<file path="src/rtl/cam_pkg.sv">
// Shared constants and types for the CAM block family.
// Covers default geometry, the read-FSM state encoding and the rank type.
package cam_pkg;

    localparam int CAM_DEPTH      = 16;
    localparam int CAM_WIDTH      = 8;
    localparam int CAM_ADDR_WIDTH = 4;

    typedef enum logic [1:0] {
        ST_IDLE    = 2'd0,
        ST_READ    = 2'd1,
        ST_RESP    = 2'd2,
        ST_PROMOTE = 2'd3
    } cam_state_t;

    typedef logic [CAM_ADDR_WIDTH-1:0] cam_rank_t;

endpackage

</file>
<file path="src/rtl/cam_lru_rank.sv">
// LRU rank table: one rank per slot, 0 = least recently used, DEPTH-1 = most.
// A promote strobe moves one slot to MRU; lru_addr names the slot at rank 0.
module cam_lru_rank
    import cam_pkg::*;
#(
    parameter int DEPTH      = CAM_DEPTH,
    parameter int ADDR_WIDTH = CAM_ADDR_WIDTH
) (
    input  logic                             clk,
    input  logic                             reset,
    input  logic                             promote_en,
    input  logic [ADDR_WIDTH-1:0]            promote_idx,
    output logic [DEPTH-1:0][ADDR_WIDTH-1:0] rank,
    output logic [ADDR_WIDTH-1:0]            lru_addr
);

    logic [DEPTH-1:0][ADDR_WIDTH-1:0] rank_q;
    logic [DEPTH-1:0][ADDR_WIDTH-1:0] rank_d;
    logic [ADDR_WIDTH-1:0]            sel_rank;

    assign sel_rank = rank_q[promote_idx];
    assign rank     = rank_q;

    // Only ranks above the promoted one shift down, so the table stays a permutation.
    always_comb begin
        rank_d = rank_q;
        if (promote_en) begin
            for (int unsigned i = 0; i < DEPTH; i++) begin
                if (ADDR_WIDTH'(i) == promote_idx) begin
                    rank_d[i] = ADDR_WIDTH'(DEPTH - 1);
                end else if (rank_q[i] > sel_rank) begin
                    rank_d[i] = rank_q[i] - 1'b1;
                end
            end
        end
    end

    always_comb begin
        lru_addr = '0;
        for (int unsigned i = 0; i < DEPTH; i++) begin
            if (rank_q[i] == '0) begin
                lru_addr = ADDR_WIDTH'(i);
            end
        end
    end

    always_ff @(posedge clk or posedge reset) begin
        if (reset) begin
            for (int unsigned i = 0; i < DEPTH; i++) begin
                rank_q[i] <= ADDR_WIDTH'(i);
            end
        end else begin
            rank_q <= rank_d;
        end
    end

endmodule

</file>
<file path="src/rtl/cam_index_reader.sv">
// Index-addressed reader for the CAM store: slot index -> data, valid, LRU age.
// Fill port loads slots; a handshaked read hit promotes the slot to MRU.
module cam_index_reader
    import cam_pkg::*;
#(
    parameter int DEPTH      = CAM_DEPTH,
    parameter int WIDTH      = CAM_WIDTH,
    parameter int ADDR_WIDTH = CAM_ADDR_WIDTH
) (
    input  logic                  clk,
    input  logic                  reset,
    input  logic                  wr_en,
    input  logic [ADDR_WIDTH-1:0] wr_addr,
    input  logic [WIDTH-1:0]      wr_data,
    output logic                  wr_ready,
    input  logic                  rd_req,
    input  logic [ADDR_WIDTH-1:0] rd_addr,
    output logic                  rd_ready,
    output logic                  rd_valid,
    input  logic                  rd_ack,
    output logic [WIDTH-1:0]      rd_data,
    output logic                  rd_hit,
    output logic [ADDR_WIDTH-1:0] rd_age,
    output logic [ADDR_WIDTH-1:0] lru_addr
);

    cam_state_t                       state_q, state_d;
    logic [DEPTH-1:0][WIDTH-1:0]      data_q, data_d;
    logic [DEPTH-1:0]                 valid_q, valid_d;
    logic [ADDR_WIDTH-1:0]            addr_q, addr_d;
    logic                             rd_valid_q, rd_valid_d;
    logic [WIDTH-1:0]                 rd_data_q, rd_data_d;
    logic                             rd_hit_q, rd_hit_d;
    logic [ADDR_WIDTH-1:0]            rd_age_q, rd_age_d;

    logic                             fill_acc;
    logic                             promote_en;
    logic [ADDR_WIDTH-1:0]            promote_idx;
    logic [DEPTH-1:0][ADDR_WIDTH-1:0] rank;

    assign wr_ready = (state_q != ST_PROMOTE);
    assign rd_ready = (state_q == ST_IDLE);
    assign fill_acc = wr_en && wr_ready;

    // Fill and PROMOTE are mutually exclusive, so one promotion per cycle at most.
    assign promote_en  = fill_acc || (state_q == ST_PROMOTE);
    assign promote_idx = (state_q == ST_PROMOTE) ? addr_q : wr_addr;

    cam_lru_rank #(
        .DEPTH      (DEPTH),
        .ADDR_WIDTH (ADDR_WIDTH)
    ) u_rank (
        .clk         (clk),
        .reset       (reset),
        .promote_en  (promote_en),
        .promote_idx (promote_idx),
        .rank        (rank),
        .lru_addr    (lru_addr)
    );

    always_comb begin
        state_d    = state_q;
        data_d     = data_q;
        valid_d    = valid_q;
        addr_d     = addr_q;
        rd_valid_d = rd_valid_q;
        rd_data_d  = rd_data_q;
        rd_hit_d   = rd_hit_q;
        rd_age_d   = rd_age_q;

        if (fill_acc) begin
            data_d[wr_addr]  = wr_data;
            valid_d[wr_addr] = 1'b1;
        end

        case (state_q)
            ST_IDLE: begin
                if (rd_req) begin
                    addr_d  = rd_addr;
                    state_d = ST_READ;
                end
            end
            ST_READ: begin
                // Age is sampled before any same-cycle fill promotes the slot.
                rd_age_d = rank[addr_q];
                if (fill_acc && (wr_addr == addr_q)) begin
                    rd_data_d = wr_data;
                    rd_hit_d  = 1'b1;
                end else begin
                    rd_data_d = valid_q[addr_q] ? data_q[addr_q] : '0;
                    rd_hit_d  = valid_q[addr_q];
                end
                rd_valid_d = 1'b1;
                state_d    = ST_RESP;
            end
            ST_RESP: begin
                if (rd_ack) begin
                    rd_valid_d = 1'b0;
                    state_d    = rd_hit_q ? ST_PROMOTE : ST_IDLE;
                end
            end
            ST_PROMOTE: begin
                state_d = ST_IDLE;
            end
            default: begin
                state_d = ST_IDLE;
            end
        endcase
    end

    always_ff @(posedge clk or posedge reset) begin
        if (reset) begin
            state_q    <= ST_IDLE;
            data_q     <= '0;
            valid_q    <= '0;
            addr_q     <= '0;
            rd_valid_q <= 1'b0;
            rd_data_q  <= '0;
            rd_hit_q   <= 1'b0;
            rd_age_q   <= '0;
        end else begin
            state_q    <= state_d;
            data_q     <= data_d;
            valid_q    <= valid_d;
            addr_q     <= addr_d;
            rd_valid_q <= rd_valid_d;
            rd_data_q  <= rd_data_d;
            rd_hit_q   <= rd_hit_d;
            rd_age_q   <= rd_age_d;
        end
    end

    assign rd_valid = rd_valid_q;
    assign rd_data  = rd_data_q;
    assign rd_hit   = rd_hit_q;
    assign rd_age   = rd_age_q;

endmodule

</file>
<file path="config.mk">
export PLATFORM = sky130hd
export DESIGN_NAME = cam_index_reader
export DESIGN_NICKNAME = d
export VERILOG_FILES = /design/src/rtl/cam_pkg.sv /design/src/rtl/cam_lru_rank.sv /design/src/rtl/cam_index_reader.sv
export SDC_FILE = /design/constraint.sdc
export NUM_CORES = 1
export LEC_CHECK = 0
export CAP_MARGIN = 40
export CORE_UTILIZATION = 40
export CTS_CLUSTER_SIZE = 16
export DETAILED_ROUTE_END_ITERATION = 10
export HOLD_SLACK_MARGIN = 0.08
export PLACE_DENSITY = 0.52
export SYNTH_ARGS = -nofsm -noshare
export SYNTH_HDL_FRONTEND = slang
export SYNTH_SLANG_ARGS = --single-unit
</file>
<file path="constraint.sdc">
create_clock -name clk -period 10.2 [get_ports clk]
set_input_delay 2.04 -clock clk [delete_from_list [all_inputs] [get_ports clk]]
set_output_delay 2.04 -clock clk [all_outputs]
set_load 0.01 [all_outputs]
</file>
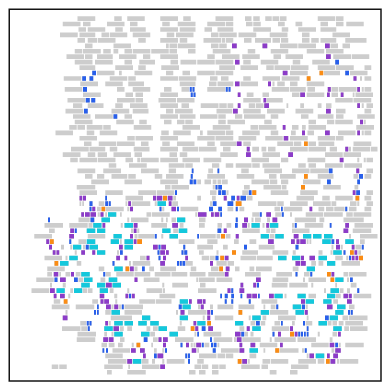
run_1/gate_families.png
Scale: 2 px per µm.
[cyan] adder and majority cells | cells: 82 | most used: ha_1
[orange] AND and OR gates | cells: 31
[blue] NAND gates | cells: 142 | most used: nand2_1 | where: widely spread
[purple] inverting AOI/OAI gates | cells: 184 | most used: a21oi_1 | where: widely spread
number of standard cells in the layout, taps in and fillers out: 1648
leading cell type in the layout, fill and taps excluded: sky130_fd_sc_hd__dfrtp_1
fraction of area in multi-input gates: 47.6%

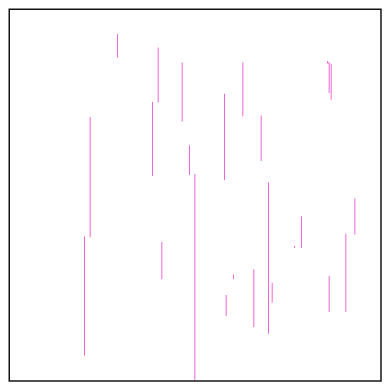
run_1/met4.png
Scale: 2 px per µm.
wire length on this layer: 701 µm
share of all routed wire: 1.9%
main direction: vertical
nets with wire on the layer: 12
longest straight run: 103 µm

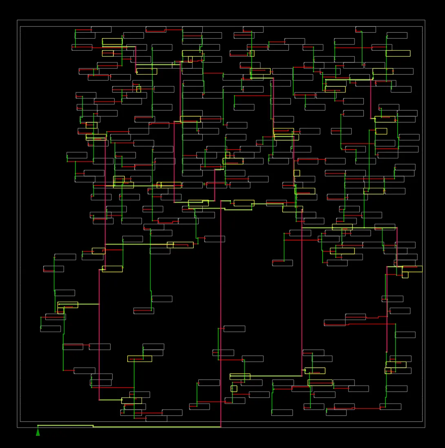
run_1/final_clocks.png
total of clock buffers placed in the layout: 31
Setup Skew: 0.0187 ns
flip-flops: 228

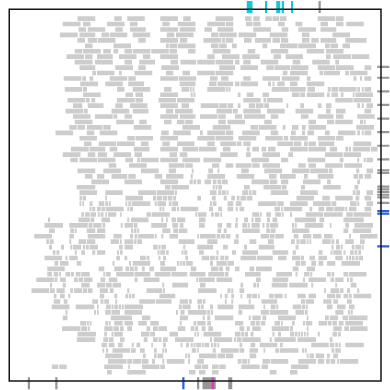
run_1/pins.png
Scale: 2 px per µm. Pins as bars across the die edge, other pins in gray.
[magenta] `wr_en` | pins: 1 | direction: input | edge: south
[blue] `wr_addr` | pins: 4 | direction: input | edge: 3 east, 1 south
[cyan] `wr_data` | pins: 8 | direction: input | edge: north

-- run 1: critical path: cells and delay by family --
| family | cells | cell delay (ns) |
|---|---|---|
| buffers and inverters | 2 | 1.12 |
| adder cells (fa/ha/maj) | 1 | 0.29 |
| multiplexers | 2 | 1.35 |
| AND/OR/NAND/NOR | 4 | 0.76 |
| XOR/XNOR | 1 | 0.16 |
| AND-OR/OR-AND | 3 | 0.88 |
-- run 1: through the flow --
step | cell area [µm²] | utilization (%)
after global placement | 14300 | 43.6
after global routing | 15300 | 46.7
after detailed placement | 14300 | 43.7
after CTS | 15300 | 46.7
final | 15300 | 46.7
after floorplan | 13400 | -
-- run 1: worst min-delay path by stage --
stage | start | to | slack, ns | cells past startpoint
3_5_place_dp | valid_q[0] | valid_q[0] | 0.45 | 1
2_1_floorplan | valid_q[4] | valid_q[4] | 0.43 | 1
5_1_grt | valid_q[15] | valid_q[15] | 0.47 | 1
3_3_place_gp | valid_q[9] | valid_q[9] | 0.45 | 1
4_1_cts | valid_q[10] | valid_q[10] | 0.47 | 1
6_report | valid_q[10] | valid_q[10] | 0.46 | 1
-- run 1: registers in the layout (all words and copies together) (netlist names) --
name         flops
rd_data          8
rd_hit           1
rd_age           4
addr_q           4
valid_q         16
rd_valid         1
u_rank.rank     64
data_q         128
state_q          2
-- run 1: power groups by stage --
stage	clock network (mW)	logic, mW	registers, mW
after detailed placement	0	2.57	1.69
after global routing	1.10	2.87	1.74
after CTS	1.06	2.58	1.68
final	1.04	2.58	1.68
after floorplan	0	1.93	1.52
after global placement	0	2.50	1.68
-- run 1: placed cells by master (no fill, tap or decap), drive strengths merged, types with 8 or more instances in the layout --
master	count
dfrtp	196
mux2	137
nand2	85
ha	82
mux4	66
nor2	55
a21oi	54
inv	48
clkdlybuf4s50	40
o21ai	34
dfstp	32
clkbuf	31
o21a	29
nand3	28
o211ai	23
nor3	23
a22oi	21
nand2b	20
a211oi	18
buf	18
nor2b	17
mux2i	15
xor2	13
xnor2	10
and2	10
o22ai	9
and3	9
a31oi	8
-- run 1: area by class of cell --
cell class              instances  area, µm²  area share, %
multi-input cells             823       7280           47.6
flip-flops and latches        228       5750           37.6
clock buffers                  31        731           4.78
repair buffers                 58        554           3.62
well taps                     442        553           3.61
clock inverters                17        236           1.55
inverters                      49        194           1.27
-- run 1: layer usage --
metal | wire length (µm) | track usage, % | vias to the layer above
met5 | 24 | 0 | -
met4 | 701 | 4.96 | 4
met3 | 2430 | 4.09 | 57
met2 | 16200 | 33.9 | 251
met1 | 17500 | 32.9 | 4880
li1 | - | - | 4384
-- run 1: logic make-up after synthesis --
kind of cell / after synthesis / share of synthesized area (%)
buf+inv: 95 / 2.99
compound gates: 228 / 11.3
fa+ha+maj: 82 / 7.64
xor+xnor: 23 / 1.50
flops: 228 / 42.8
mux: 218 / 23.9
simple gates: 272 / 9.83
==> run summary, run 1 <==
Implementation run completed; key figures follow.

Finish:
- In this run the layout overhead on the synthesized area is reported as 14.0%.
- The run gives the share of cells above drive strength 1 as 26.9%.
- For this run, the script counts the antenna cells in the layout as 0.
- The run gives the number of nets in the final layout as 1290.
- The run puts the number of filler cells placed in the layout at 3003.

Run:
- The run puts the total number of warnings across the stage logs at 30.
- The run gives the max-capacitance violation count as 0.

Floorplan:
- The chip occupies 34300 µm².
- The run gives the y dimension of the die as 185 µm.
- The run gives the area of the core region as 32800 µm².
- According to the floorplan log, the row count is 66.
- The horizontal die dimension reported for this design is 185 µm.
- 41 I/O pins were placed.
- The run gives the floorplan utilization as 40.9%.

Clock network:
- The run gives the clock tree from TritonCTS as yes.
- The run puts the clock transition at the register clock pins on the worst setup and hold paths after CTS at 0.06 ns.
- The run gives the number of buffers added by the clock tree synthesis step as 27.
- The run gives the root buffer cell as sky130_fd_sc_hd__clkbuf_16.
- The run gives the clock latency reported for the late side of the worst-skew pair as 0.54 ns.
- The report puts the hold buffer count at CTS at 0.
- The run gives the number of buffers between clock root and the deepest sink as 3.
- The run gives the post-CTS setup buffer count as 0.
- The tree built by TritonCTS fans out to 228 sinks.
- The run puts the depth of the CTS H-tree at 1.
- The run gives the number of resized instances in the post-cts repair step as 0.

Worst setup path:
- The run gives the category of the most critical setup path as input pin to register.
- The run gives the critical path data required time as 10.62 ns.
- Per STA, the endpoint of the critical path is u_rank.rank[7].
- On the critical path, the stage with the largest delay is an instance of sky130_fd_sc_hd__clkdlybuf4s50_1.
- The worst setup path is captured at a register.
- The worst register-to-register path has a setup slack of 5.31 ns.
- Among all stages on the critical path, the maximum delay recorded is 0.81 ns.
- The run puts the count of cells along the worst register-to-register path at 14.
- The run gives the capturing point of the worst reg2reg path as u_rank.rank[7].
- OpenSTA lists the critical path startpoint as wr_addr[0].
- The run gives the reg-to-reg critical path startpoint as state_q[1].
- In this run the critical path is formed by clkdlybuf4s50_1, mux2_1, mux4_2, o22ai_1, or3_1, buf_4, ha_1, a21oi_1, nor2b_1, o311ai_0, nor4_1, xnor2_1, nand2_1.
- The run puts the arrival time of data at the critical path endpoint at 6.60 ns.
- The run gives the largest fanout of any net on the critical path as 18.
- The worst setup path is launched from an input pin.

Logic synthesis:
- The run puts the count of instantiated cells in the yosys netlist at 1146.
- The run puts the number of different library cells in the post-synthesis netlist at 61.
- Ranked by instance count, the synthesized netlist is headed by sky130_fd_sc_hd__dfrtp_1, sky130_fd_sc_hd__mux2_2, sky130_fd_sc_hd__nand2_1.
- Sorting the synthesized cells by area gives the leading types as sky130_fd_sc_hd__dfrtp_1, sky130_fd_sc_hd__mux2_2, sky130_fd_sc_hd__mux4_2.
- The run gives the synthesis area per yosys as 13400 µm².
- The run gives the sequential share of the synthesized area as 42.8%.
- The run puts the number of nets at floorplan at 1249.
- For this run, asynchronously set or reset flops after synthesis account for 100%.
- The synthesized netlist handed to floorplanning was reported with a cell count of 1146.
- The run gives the count of synthesis-stage warnings from yosys as 0.
- By instance count, the leading cell after synthesis is sky130_fd_sc_hd__dfrtp_1.
- The largest total area in the synthesized netlist belongs to sky130_fd_sc_hd__dfrtp_1.
- In this run, synthesis produced a sequential element count of 228.
- The run gives the number of enable flip-flop cells as 0.
- The mapped netlist covers 13400 µm².
- Post-synth the commonest register cell is sky130_fd_sc_hd__dfrtp_1.
- After synthesis, the largest area contributor takes up 36.5% of total cell area.
- The run gives the synthesized area per cell as 11.7 µm².

Routing:
- The run gives the remaining design rule violation count as 0.
- The count of nets left with antenna violations once routing finished came out at 0.
- The run puts the via density per instance at 5.81.
- The run gives the violation count after the first detailed-routing iteration as 710.
- The run gives the wire length per cell as 22.4 µm.
- The run puts the total vias in the final route at 9576.
- The run puts the number of iterations in the first detailed-routing pass at 5.
- The run puts the routed wire length at 36900 µm.

Final timing:
- After routing, the total negative slack on setup checks comes to 0 ns.
- The run gives the highest achievable clock rate as 0.162 GHz.
- Setup repair after global routing left no endpoint under its margin.
- The run puts the final count of negative-setup-slack endpoints at 0.
- The run puts the minimum clock period at 6.18 ns.
- The run puts the hold slack at 0.460 ns.
- The run gives the final critical-path setup slack as 4.02 ns.
- The run gives the slew at the pin closest to its max-slew limit as 0.899 ns.
- The run gives the number of pins exceeding their max-slew limit in the final report as 0.
- The run puts the share of the clock period used by the worst path after layout at 60.6%.
- The run puts the worst slew margin relative to its limit at 39.6%.
- The run gives the total count of hold-check failures in the final report as 0.

Global routing:
- The run puts the maximum number of pins on one net before global-route repair at 115.
- The run puts the residual overflow from global routing at 0.
- The run gives the global-route usage over all layers as 22.3%.
- The run gives the number of global-route vias before repair as 9630.
- The run puts the initial antenna violation count at 2.
- The first global-routing pass estimated 57700 µm of wire.

Power and ir drop:
- The run puts the sum of internal, switching and leakage power at 5.30 mW.
- The run gives the internal power summed over all cells as 3.20 mW.
- The clock network accounts for 19.5% of the total power.
- The run gives the switching share of power as 39.6%.
- The run puts the switching component of the power at 2.10 mW.
- The run puts the static leakage at 6.39 nW.
- The run gives the part of the total power dissipated in sequential elements as 31.8%.
- The run gives the combinational cell fraction of total power as 48.7%.
- The run puts the maximum VDD drop at 156 µV.
- For this design the ratio of total power to cell area is 346 nW/µm².

Place:
- The run puts the post-placement worst setup slack at 3.51 ns.
- The run puts the count of input and output buffers at 40.
- The run gives the number of placed instances, taps included as 1600.
- The run gives the post-detailed-placement half-perimeter wirelength as 25700 µm.
- RePlAce ended its routability-driven mode at a weighted congestion of 0.901.

Hold path:
- The path class of the tightest hold or removal check is register to register.

Status:
- The flow ran to the end, and the final reports show no timing, DRC or antenna violations.
==> run 2: changes to the inputs <==
--- a/config.mk
+++ b/config.mk
@@ -10,7 +10,7 @@
 export CTS_CLUSTER_SIZE = 16
 export DETAILED_ROUTE_END_ITERATION = 10
 export HOLD_SLACK_MARGIN = 0.08
-export PLACE_DENSITY = 0.52
+export PLACE_DENSITY = 0.54
 export SYNTH_ARGS = -nofsm -noshare
 export SYNTH_HDL_FRONTEND = slang
 export SYNTH_SLANG_ARGS = --single-unit
==> constraint.sdc (replaced) <==
create_clock -name clk -period 5.1 [get_ports clk]
set_input_delay 1.02 -clock clk [delete_from_list [all_inputs] [get_ports clk]]
set_output_delay 1.02 -clock clk [all_outputs]
set_load 0.01 [all_outputs]
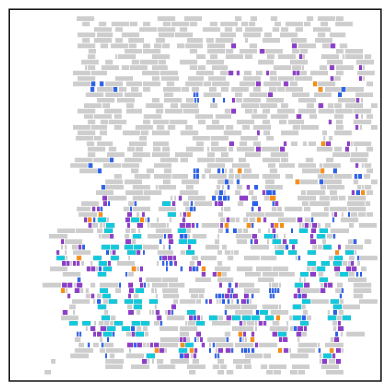
run_2/gate_families.png
Scale: 2 px per µm.
[cyan] adder and majority cells | cells: 82 | most used: ha_1
[purple] inverting AOI/OAI gates | cells: 184 | most used: a21oi_1 | where: widely spread
[orange] AND and OR gates | cells: 31
[blue] NAND gates | cells: 142 | most used: nand2_1

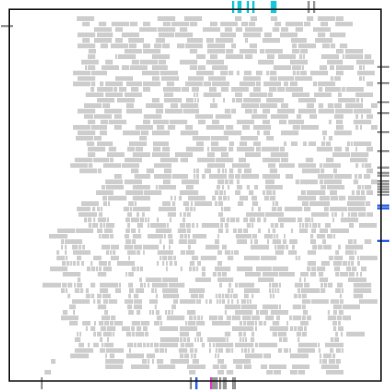
run_2/pins.png
Scale: 2 px per µm. Pins as bars across the die edge, other pins in gray.
[blue] `wr_addr` | pins: 4 | direction: input | edge: 3 east, 1 south
[cyan] `wr_data` | pins: 8 | direction: input | edge: north
[magenta] `wr_en` | pins: 1 | direction: input | edge: south
all pins by edge: 18 east, 12 south, 10 north, 1 west
floorplan die width: 185 µm
PortBufs: 40
die height: 185 µm

==> run 2 against run 1 <==
Effect of this change: critical path depth is 4 lower; non-clock buffer count is 12 higher; via count is 1.5% higher; setup slack worse by 3.1 ns; register-to-register slack worse by 4.3 ns.
==> run summary, run 2 <==
Implementation run completed; key figures follow.

Finish:
- Per the cell usage report, the commonest logic cell in the layout is sky130_fd_sc_hd__dfrtp_1.
- The flow measured a signed area growth from synthesis to layout of 14.3%.
- The run puts the register area at 5750 µm² (unchanged).
- The largest register by flop count is data_q.
- The run gives the total non-filler cell area in the finished layout as 15300 µm² (+0.29%).
- The run gives the combinational cell area excluding buffers and inverters as 7280 µm² (unchanged).
- The run gives the number of nets in the final layout as 1302 (+0.93%).
- The number of filler cells placed in the layout was 2995 (-0.27%).

Global routing:
- The run gives the number of global-route vias before repair as 9667 (+0.38%).
- The wire length of the first global-routing pass came to 57800 µm (about the same).
- The run gives the maximum number of pins on one net before global-route repair as 167 (+45%).
- The run gives the initial antenna violation count as 0 (-2).

Final timing:
- The run puts the highest achievable clock rate at 0.239 GHz.
- The run gives the number of pins exceeding their max-slew limit in the final report as 0 (unchanged).
- The final critical-path setup slack was 0.909 ns (-3.11 ns).
- The slew at the pin closest to its max-slew limit came to 0.984 ns (+0.0844 ns).
- Setup repair after global routing left no endpoint under its margin.
- The run puts the total count of hold-check failures in the final report at 0 (unchanged).
- The run puts the final count of negative-setup-slack endpoints at 0 (unchanged).
- The run puts the hold slack at 0.461 ns (+0.000675 ns).

Power and ir drop:
- The run gives the switching share of power as 39.8% (+0.23 points).
- The run gives the switching component of the power as 4.19 mW (+100%).
- The run gives the clock network power share as 18.6% (-0.9 points).
- The run gives the internal power summed over all cells as 6.34 mW (+98%).
- The total power divided by cell area is 686 nW/µm² (+98%).
- The run gives the part of the total power dissipated in sequential elements as 32.0% (+0.2 points).
- The static leakage came to 6.44 nW (+0.78%).

Place:
- The post-detailed-placement half-perimeter wirelength was 25600 µm (-0.61%).
- The run gives the last weighted congestion value of the routability-driven placer as 0.908 (+0.81%).
- The run puts the post-placement worst setup slack at 0.549 ns (-2.96 ns).
- The run puts the area after detailed placement at 14400 µm² (+0.72%).

Worst setup path:
- The run gives the count of cells along the worst register-to-register path as 15 (+1).
- In this run the worst setup path begins at u_rank.rank[8].
- Per STA, the worst path accumulates the most delay in the family AND-OR/OR-AND gates.
- The run puts the critical path data required time at 4.08 ns (-6.54 ns).
- The run gives the type of element launching the critical path as a register.
- The worst setup path is captured at a primary output.
- In the setup report, the worst path falls into the class register to primary output.
- The arrival time of data at the critical path endpoint is 3.17 ns (-3.43 ns).
- The run gives the maximum cell stage delay along the critical path as 0.50 ns (-0.31 ns).
- The run gives the timing endpoint of the critical path as lru_addr[0].
- The run gives the largest fanout of any net on the critical path as 5 (-13).
- The worst-case register-to-register setup slack is 1.02 ns (-4.29 ns).

Clock network:
- The run gives the depth of the CTS H-tree as 1 (unchanged).
- TritonCTS built the clock tree.
- The run gives the number of resized instances in the post-cts repair step as 0 (unchanged).
- The run puts the post-cts hold-fix buffer tally at 0 (unchanged).
- The cell sitting at the root of the clock tree is a sky130_fd_sc_hd__clkbuf_16.
- The run gives the post-CTS setup buffer count as 0 (unchanged).
- The run gives the total number of clock tree sinks as 228 (unchanged).

Routing:
- The number of iterations in the first detailed-routing pass came to 5 (unchanged).
- The run gives the count of antenna-violating nets left after detailed routing as 0 (unchanged).
- The run puts the routed wire length at 36700 µm (-0.47%).
- The run puts the via density per instance at 5.85 (+0.70%).
- The run puts the violation count after the first detailed-routing iteration at 674 (-5.1%).

Logic synthesis:
- The run puts the cell area after technology mapping at 13400 µm² (unchanged).
- The run puts the post-synthesis cell count at 1146 (unchanged).
- The most used flip-flop cell after synthesis is sky130_fd_sc_hd__dfrtp_1.
- The run gives the count of instantiated cells in the yosys netlist as 1146 (unchanged).
- The run gives the most common cell in the synthesized netlist as sky130_fd_sc_hd__dfrtp_1.
- The run puts the total of flip-flops plus latches after synthesis at 228 (unchanged).
- The run gives the synthesized area per cell as 11.7 µm² (unchanged).
- The run puts the fraction of synthesis flops using an asynchronous set or reset pin at 100% (unchanged).
- Ranked by instance count, the synthesized netlist is headed by sky130_fd_sc_hd__dfrtp_1, sky130_fd_sc_hd__mux2_2, sky130_fd_sc_hd__nand2_1.
- The run gives the area share of the leading cell type in the synthesized netlist as 36.5% (unchanged).

Floorplan:
- The number of placement rows was 66 (unchanged).
- The overall chip area is 34300 µm² (unchanged).

Run:
- The run puts the total number of warnings across the stage logs at 30 (unchanged).
- The run puts the max-capacitance violation count at 0 (unchanged).

Status:
- The flow ran to the end, and the final reports show no timing, DRC or antenna violations.
[run 2: netlist changes by cell type in the layout (fill, tap and decap cells not counted), sizes merged]
cell | previous run | this run
bufinv | 5 | 1
clkbuf | 31 | 44
clkinv | 7 | 4
clkinvlp | 6 | 1
buf | 18 | 30
[run 2: kinds of logic after synthesis]
group | Yosys count | synth area share, %
buffers and inverters | 95 | 2.99
adders and majority gates | 82 | 7.64
muxes | 218 | 23.9
xor gates and xnor gates | 23 | 1.50
DFF | 228 | 42.8
AOI/OAI and AO/OA | 228 | 11.3
and+or+nand+nor | 272 | 9.83
[run 2: worst min-delay path by stage]
| stage | endpoint | slack (ns) | startpoint |
|---|---|---|---|
| CTS | valid_q[15] | 0.46 | valid_q[15] |
| finish | valid_q[15] | 0.46 | valid_q[15] |
| detailed placement | valid_q[4] | 0.45 | valid_q[4] |
| floorplan | valid_q[4] | 0.43 | valid_q[4] |
| global route | valid_q[13] | 0.48 | valid_q[13] |
| global placement | valid_q[2] | 0.45 | valid_q[2] |
[run 2: area by class of cell]
type | instances | area share (%)
multi-input cells | 823 | 47.5
flip-flops and latches | 228 | 37.5
clock buffers | 44 | 5.47
repair buffers | 70 | 4.31
well taps | 442 | 3.60
inverters | 49 | 1.24
clock inverters | 5 | 0.448
[run 2: power by group through the flow]
stage | combinational (mW) | clock [mW] | sequential, mW
finish | 5.20 | 1.96 | 3.37
floorplan | 3.86 | 0 | 3.04
global route | 5.78 | 2.09 | 3.47
CTS | 5.21 | 2.01 | 3.35
global placement | 5.09 | 0 | 3.37
detailed placement | 5.19 | 0 | 3.37
[run 2: metal layers]
layer / track usage (%) / share of wire, % / routed length (µm)
met4: 6.31 / 2.5 / 920
met1: 34.0 / 48 / 17800
met5: 0 / 0 / 0
met3: 4.62 / 6.6 / 2440
met2: 31.5 / 42 / 15600
Power is estimated from default activity; no workload was simulated.
